==> src/rtl/uart8_if.sv <==
// Core-side signal bundle for the uart8 8N1 UART: rx status/data and tx request/status.
// master is the core logic (and the serial source feeding rx_in), slave is the UART itself.
interface uart8_if;
    logic       rx_en;
    logic       rx_in;
    logic       rx_busy;
    logic       rx_done;
    logic       rx_err;
    logic [7:0] rx_out;
    logic       tx_en;
    logic       tx_start;
    logic [7:0] tx_in;
    logic       tx_busy;
    logic       tx_done;
    logic       tx_out;

    modport master (
        output rx_en, rx_in, tx_en, tx_start, tx_in,
        input  rx_busy, rx_done, rx_err, rx_out, tx_busy, tx_done, tx_out
    );

    modport slave (
        input  rx_en, rx_in, tx_en, tx_start, tx_in,
        output rx_busy, rx_done, rx_err, rx_out, tx_busy, tx_done, tx_out
    );
endinterface

==> src/rtl/uart8.sv <==
// 8N1 full-duplex UART: 16x oversampling receiver and independent transmitter.
// Define UART8_RX_SYNC_EN to pass rx_in through a 2-flop synchroniser (+2 cycles rx latency).
module uart8 #(
    parameter int unsigned ClockRate    = 12000000,
    parameter int unsigned BaudRate     = 9600,
    parameter int unsigned RxOversample = 16
) (
    input logic    clk,
    input logic    reset,
    uart8_if.slave bus
);
    localparam int unsigned RxDiv  = (ClockRate + (BaudRate * RxOversample) / 2) /
                                     (BaudRate * RxOversample);
    localparam int unsigned TxDiv  = (ClockRate + BaudRate / 2) / BaudRate;
    localparam int unsigned RxDivW = $clog2(RxDiv + 1);
    localparam int unsigned TxDivW = $clog2(TxDiv + 1);
    localparam int unsigned SmpW   = $clog2(RxOversample + 1);

    localparam logic [RxDivW-1:0] RxDivLast = RxDivW'(RxDiv - 1);
    localparam logic [TxDivW-1:0] TxDivLast = TxDivW'(TxDiv - 1);
    localparam logic [SmpW-1:0]   SmpMid    = SmpW'(RxOversample / 2 - 1);
    localparam logic [SmpW-1:0]   SmpLast   = SmpW'(RxOversample - 1);

    typedef enum logic [2:0] {RxIdle, RxStart, RxData, RxStop, RxDone} rx_state_e;
    typedef enum logic [1:0] {TxIdle, TxStart, TxData, TxStop} tx_state_e;

    logic rxd;

`ifdef UART8_RX_SYNC_EN
    logic [1:0] rx_sync;

    always_ff @(posedge clk) begin
        if (reset) begin
            rx_sync <= 2'b11;
        end else begin
            rx_sync <= {rx_sync[0], bus.rx_in};
        end
    end

    assign rxd = rx_sync[1];
`else
    assign rxd = bus.rx_in;
`endif

    // ---------------- baud dividers ----------------
    logic [RxDivW-1:0] rx_div;
    logic [TxDivW-1:0] tx_div;
    logic              rx_tick;
    logic              tx_tick;
    logic              rx_restart;
    logic              tx_restart;
    rx_state_e         rx_state;
    tx_state_e         tx_state;

    // Dividers realign to the start edge / start request so every bit is timed from it.
    assign rx_restart = (rx_state == RxIdle) && bus.rx_en && !rxd;
    assign tx_restart = (tx_state == TxIdle) && bus.tx_en && bus.tx_start;
    assign rx_tick    = (rx_div == RxDivLast);
    assign tx_tick    = (tx_div == TxDivLast);

    always_ff @(posedge clk) begin
        if (reset || rx_restart || rx_tick) begin
            rx_div <= '0;
        end else begin
            rx_div <= rx_div + 1'b1;
        end
    end

    always_ff @(posedge clk) begin
        if (reset || tx_restart || tx_tick) begin
            tx_div <= '0;
        end else begin
            tx_div <= tx_div + 1'b1;
        end
    end

    // ---------------- receiver ----------------
    logic [SmpW-1:0] rx_smp;
    logic [2:0]      rx_bit;
    logic [7:0]      rx_sh;

    always_ff @(posedge clk) begin
        if (reset) begin
            rx_state    <= RxIdle;
            rx_smp      <= '0;
            rx_bit      <= '0;
            rx_sh       <= '0;
            bus.rx_busy <= 1'b0;
            bus.rx_done <= 1'b0;
            bus.rx_err  <= 1'b0;
            bus.rx_out  <= '0;
        end else begin
            bus.rx_done <= 1'b0;
            if (!bus.rx_en) begin
                rx_state    <= RxIdle;
                bus.rx_busy <= 1'b0;
            end else begin
                unique case (rx_state)
                    RxIdle: begin
                        bus.rx_busy <= 1'b0;
                        if (!rxd) begin
                            rx_state <= RxStart;
                            rx_smp   <= '0;
                        end
                    end
                    RxStart: begin
                        if (rx_tick) begin
                            if (rx_smp == SmpMid) begin
                                rx_smp <= '0;
                                rx_bit <= '0;
                                if (rxd) begin
                                    rx_state <= RxIdle;  // too short to be a start bit
                                end else begin
                                    rx_state    <= RxData;
                                    bus.rx_busy <= 1'b1;
                                    bus.rx_err  <= 1'b0;
                                end
                            end else begin
                                rx_smp <= rx_smp + 1'b1;
                            end
                        end
                    end
                    RxData: begin
                        if (rx_tick) begin
                            if (rx_smp == SmpLast) begin
                                rx_smp <= '0;
                                rx_sh  <= {rxd, rx_sh[7:1]};
                                rx_bit <= rx_bit + 1'b1;
                                if (rx_bit == 3'd7) begin
                                    rx_state <= RxStop;
                                end
                            end else begin
                                rx_smp <= rx_smp + 1'b1;
                            end
                        end
                    end
                    RxStop: begin
                        if (rx_tick) begin
                            if (rx_smp == SmpLast) begin
                                rx_smp      <= '0;
                                rx_state    <= RxDone;
                                bus.rx_busy <= 1'b0;
                                if (rxd) begin
                                    bus.rx_out  <= rx_sh;
                                    bus.rx_done <= 1'b1;
                                    bus.rx_err  <= 1'b0;
                                end else begin
                                    bus.rx_err <= 1'b1;
                                end
                            end else begin
                                rx_smp <= rx_smp + 1'b1;
                            end
                        end
                    end
                    RxDone: begin
                        // Wait for the line to go idle so a stuck-low line cannot retrigger.
                        bus.rx_busy <= 1'b0;
                        if (rxd) begin
                            rx_state <= RxIdle;
                        end
                    end
                    default: rx_state <= RxIdle;
                endcase
            end
        end
    end

    // ---------------- transmitter ----------------
    logic [7:0] tx_sh;
    logic [2:0] tx_bit;

    always_ff @(posedge clk) begin
        if (reset) begin
            tx_state    <= TxIdle;
            tx_sh       <= '0;
            tx_bit      <= '0;
            bus.tx_busy <= 1'b0;
            bus.tx_done <= 1'b0;
            bus.tx_out  <= 1'b1;
        end else begin
            bus.tx_done <= 1'b0;
            if (!bus.tx_en) begin
                tx_state    <= TxIdle;
                bus.tx_busy <= 1'b0;
                bus.tx_out  <= 1'b1;
            end else begin
                unique case (tx_state)
                    TxIdle: begin
                        bus.tx_out  <= 1'b1;
                        bus.tx_busy <= 1'b0;
                        if (bus.tx_start) begin
                            tx_sh       <= bus.tx_in;
                            bus.tx_busy <= 1'b1;
                            bus.tx_out  <= 1'b0;
                            tx_state    <= TxStart;
                        end
                    end
                    TxStart: begin
                        if (tx_tick) begin
                            bus.tx_out <= tx_sh[0];
                            tx_sh      <= {1'b0, tx_sh[7:1]};
                            tx_bit     <= '0;
                            tx_state   <= TxData;
                        end
                    end
                    TxData: begin
                        if (tx_tick) begin
                            if (tx_bit == 3'd7) begin
                                bus.tx_out <= 1'b1;
                                tx_state   <= TxStop;
                            end else begin
                                bus.tx_out <= tx_sh[0];
                                tx_sh      <= {1'b0, tx_sh[7:1]};
                                tx_bit     <= tx_bit + 1'b1;
                            end
                        end
                    end
                    TxStop: begin
                        if (tx_tick) begin
                            bus.tx_done <= 1'b1;
                            bus.tx_busy <= 1'b0;
                            tx_state    <= TxIdle;
                        end
                    end
                    default: tx_state <= TxIdle;
                endcase
            end
        end
    end
endmodule

==> src/flat_wrapper.sv <==
// flat-port wrapper written by rule: the top's interface ports become plain ports
module uart8_flat 
#(
    parameter int unsigned ClockRate    = 12000000,
    parameter int unsigned BaudRate     = 9600,
    parameter int unsigned RxOversample = 16
)
  (clk, reset, bus_rx_en, bus_rx_in, bus_tx_en, bus_tx_start, bus_tx_in, bus_rx_busy, bus_rx_done, bus_rx_err, bus_rx_out, bus_tx_busy, bus_tx_done, bus_tx_out);
  uart8_if bus_i ();
  input logic clk;
  input logic reset;
  input wire logic [$bits(bus_i.rx_en)-1:0] bus_rx_en;
  input wire logic [$bits(bus_i.rx_in)-1:0] bus_rx_in;
  input wire logic [$bits(bus_i.tx_en)-1:0] bus_tx_en;
  input wire logic [$bits(bus_i.tx_start)-1:0] bus_tx_start;
  input wire logic [$bits(bus_i.tx_in)-1:0] bus_tx_in;
  output wire logic [$bits(bus_i.rx_busy)-1:0] bus_rx_busy;
  output wire logic [$bits(bus_i.rx_done)-1:0] bus_rx_done;
  output wire logic [$bits(bus_i.rx_err)-1:0] bus_rx_err;
  output wire logic [$bits(bus_i.rx_out)-1:0] bus_rx_out;
  output wire logic [$bits(bus_i.tx_busy)-1:0] bus_tx_busy;
  output wire logic [$bits(bus_i.tx_done)-1:0] bus_tx_done;
  output wire logic [$bits(bus_i.tx_out)-1:0] bus_tx_out;
  assign bus_i.rx_en = bus_rx_en;
  assign bus_i.rx_in = bus_rx_in;
  assign bus_i.tx_en = bus_tx_en;
  assign bus_i.tx_start = bus_tx_start;
  assign bus_i.tx_in = bus_tx_in;
  assign bus_rx_busy = bus_i.rx_busy;
  assign bus_rx_done = bus_i.rx_done;
  assign bus_rx_err = bus_i.rx_err;
  assign bus_rx_out = bus_i.rx_out;
  assign bus_tx_busy = bus_i.tx_busy;
  assign bus_tx_done = bus_i.tx_done;
  assign bus_tx_out = bus_i.tx_out;
  uart8 #(.ClockRate(ClockRate), .BaudRate(BaudRate), .RxOversample(RxOversample)) u_core (.clk(clk), .reset(reset), .bus(bus_i));
endmodule
==> config.mk <==
export PLATFORM = sky130hd
export DESIGN_NAME = uart8_flat
export DESIGN_NICKNAME = d
export VERILOG_FILES = /design/src/rtl/uart8_if.sv /design/src/rtl/uart8.sv /design/src/flat_wrapper.sv
export SDC_FILE = /design/constraint.sdc
export NUM_CORES = 1
export LEC_CHECK = 0
export CAP_MARGIN = 5
export CORE_MARGIN = 1
export CORE_UTILIZATION = 40
export CTS_CLUSTER_SIZE = 40
export DETAILED_ROUTE_END_ITERATION = 10
export GPL_ROUTABILITY_DRIVEN = 0
export PLACE_DENSITY = 0.66
export SYNTH_ARGS = -nofsm -noshare
export SYNTH_HDL_FRONTEND = slang
export SYNTH_SLANG_ARGS = --single-unit
==> constraint.sdc <==
create_clock -name clk -period 4.1 [get_ports clk]
set_clock_uncertainty 0.2 [all_clocks]
set_input_delay 0.615 -clock clk [delete_from_list [all_inputs] [get_ports clk]]
set_output_delay 0.615 -clock clk [all_outputs]
set_load 0.01 [all_outputs]
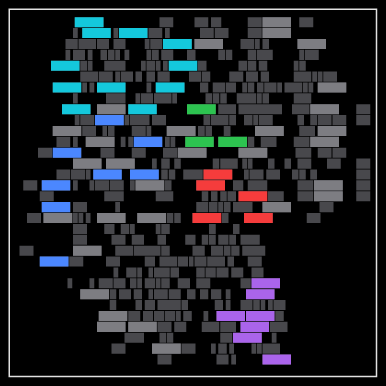
(where the registers sit)
(4 px per um) Other sequential cells in the stronger grey, the rest of the logic in the fainter grey.
Key: `u_core.rx_smp` = red [flops 5, where centre]; `u_core.tx_bit` = green [flops 3]; `u_core.rx_div` = purple [flops 7]; `u_core.tx_div` = cyan [flops 11]; `u_core.bus.rx_out` = blue [flops 8, where west]
Another 30 sequential cells are not coloured.
fin util: 48.1%
Storage cell area: 1280 um2
flop share of the area: 34.5%
sequential group power: 0.652 mW

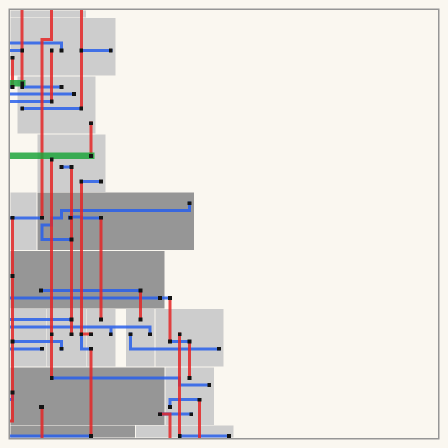
(layout detail)
Region (59, 13) to (79, 33) um. Cells in grey, sequential cells in the stronger grey; small squares are vias.
Key: metal 3 = green; metal 2 = red; metal 1 = blue
Netlist names of flops here include `u_core.rx_div` (3). Sequential cells in the window: 3. Most frequent: dfxtp_1 (3), xnor2_1 (2), nor2_1 (2). 12 logic cells have their middle in the window.

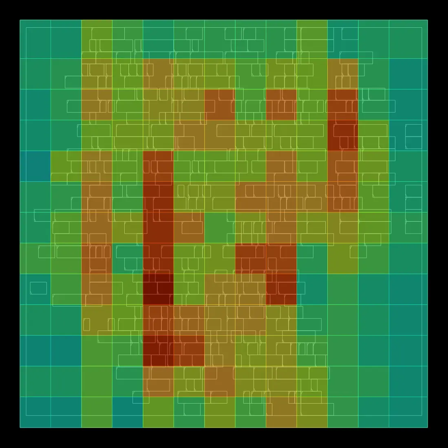
(routing congestion)
average wire per standard cell: 13.6 um
M1 GR Usage: 21.4%
met2 Use GR: 25.8%
Total Routing Usage GR: 16.2%

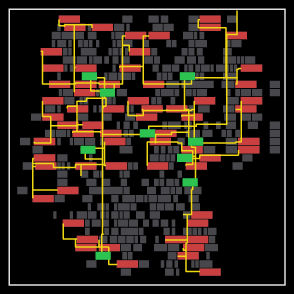
(clock distribution)
(3 px per um)
Key: clock wires = yellow [length 798 um]; flip-flops = red [count 64]; clock drivers = green [count 9]
There are 10 routed clock nets. Position of the flops: all over the die.
clk latency late pin: 0.34 ns
power in the clock group: 0.528 mW

==> flow_summary.toml <==
# generated from flow reports
[finish]
regMostFlops = "u_core.tx_div"
n_antenna_cell = 0
fill_cells = 707
largest_cell_class = "multi-input combinational cells"
nonClkBufAreaFrac_pct = 7.47
final_area_um2 = 3720
logic_area_um2 = 1800
final_cells = 478
final_cell_mix = "64 x dfxtp_1, 38 x nand2_1, 29 x nor2_1"
comb_area_share_pct = 48.5
inverters = 9
clock_buffers = 9
nMultiInputCombCells = 259
largest_reg_flops = 11

[global_route]
busiest_layer = "met2"
grt_max_degree = 28
use_met3_pct = 2.68
antenna_found_initial = 0

[route]
drtIter0Drc = 188
wl_met1_mm = 3.09
wl_mm = 6.51
drtPass1Iterations = 4
viasPerCell = 5.41
wl_met3_um = 285
postRouteAntennaNets = 0
wl_met2_mm = 3.06
dr.max_layer_used = "met4"

[power_and_ir_drop]
p_per_area_nw_per_um2 = 351
p_sw_mw = 0.331
leakage_nw = 1.38
power_leader = "sequential cells"
ir_drop_mv = 0.166
power.internal_mw = 0.976

[synth]
synthAoiAreaFrac_pct = 12.9
synthTopCellsByArea = "dfxtp_1 40%, mux2i_1 8.8%, ha_1 5.5%, nand2_1 4.5%, nor2_1 3.4%"
synthDistinctLibCells = 60
ff_type = "dfxtp_1"
synth_flops = 64
yosys-stat-area_um2 = 3200
synth.avg_cell_area_um2 = 9.14
ys_seq_share_pct = 40.0
top_area_share_pct = 40.0
yosys-top-cells-count = "64 x dfxtp_1, 38 x nand2_1, 29 x nor2_1, 28 x mux2i_1, 20 x nand3_1"
yosys.area_share.simple_pct = 24.9
synthArstFlopShare_pct = 0
synth_warnings = 0
mux_share_pct = 9.11
yosys_cells = 350
synthAdderAreaFrac_pct = 5.47

[sta]
setup_tns_ns = 0
fmax_mhz = 386
setup_viol = 0
finalClockPeriodUsage_pct = 63.1
hold_viol = 0
finalMaxSlewViolations = 0

[critical_path]
cpPeakStageDelay_ns = 0.64
reg2reg_from = "u_core.tx_state[0]$_SDFFE_PP0P_"
cp.arrival_ns = 2.59
r2r-end = "u_core.tx_sh[5]$_SDFFE_PP0P_"
reg2regPathDepth = 6
worst-path-buf-inv = 3
crit_path_end = "u_core.rx_div[6]$_SDFF_PP0_"
crit_type = "in -> reg"
path_depth = 5
path_max_fanout = 27
critPathSlowestCell = "clkinv_1"
startpoint_type = "primary input"
worst_ep_required_time_ns = 4.10

[floorplan]
die_w_um = 91.5
tapCellCount = 102
ios = 28
design.die.area_um2 = 8360

[cts]
cts_htree_levels = 3
cts_tree = "built"
path_clk_slew_ns = 0.08
clockRootBuffer = "clkbuf_8"

[worst_hold_path]
holdPathStages = 2
hp-start = "u_core.bus.tx_busy$_SDFFE_PP0P_"

[run]
maxCapViolations = 0
warnings = 31

[placed_design]
dp.cells = 462
placed_area_um2 = 3520
post-place-ws_ns = 1.16
io_buffers = 27

[outcome]
outcome = "completed"
Power figures rest on the tool's default switching activity, not on a simulated workload.
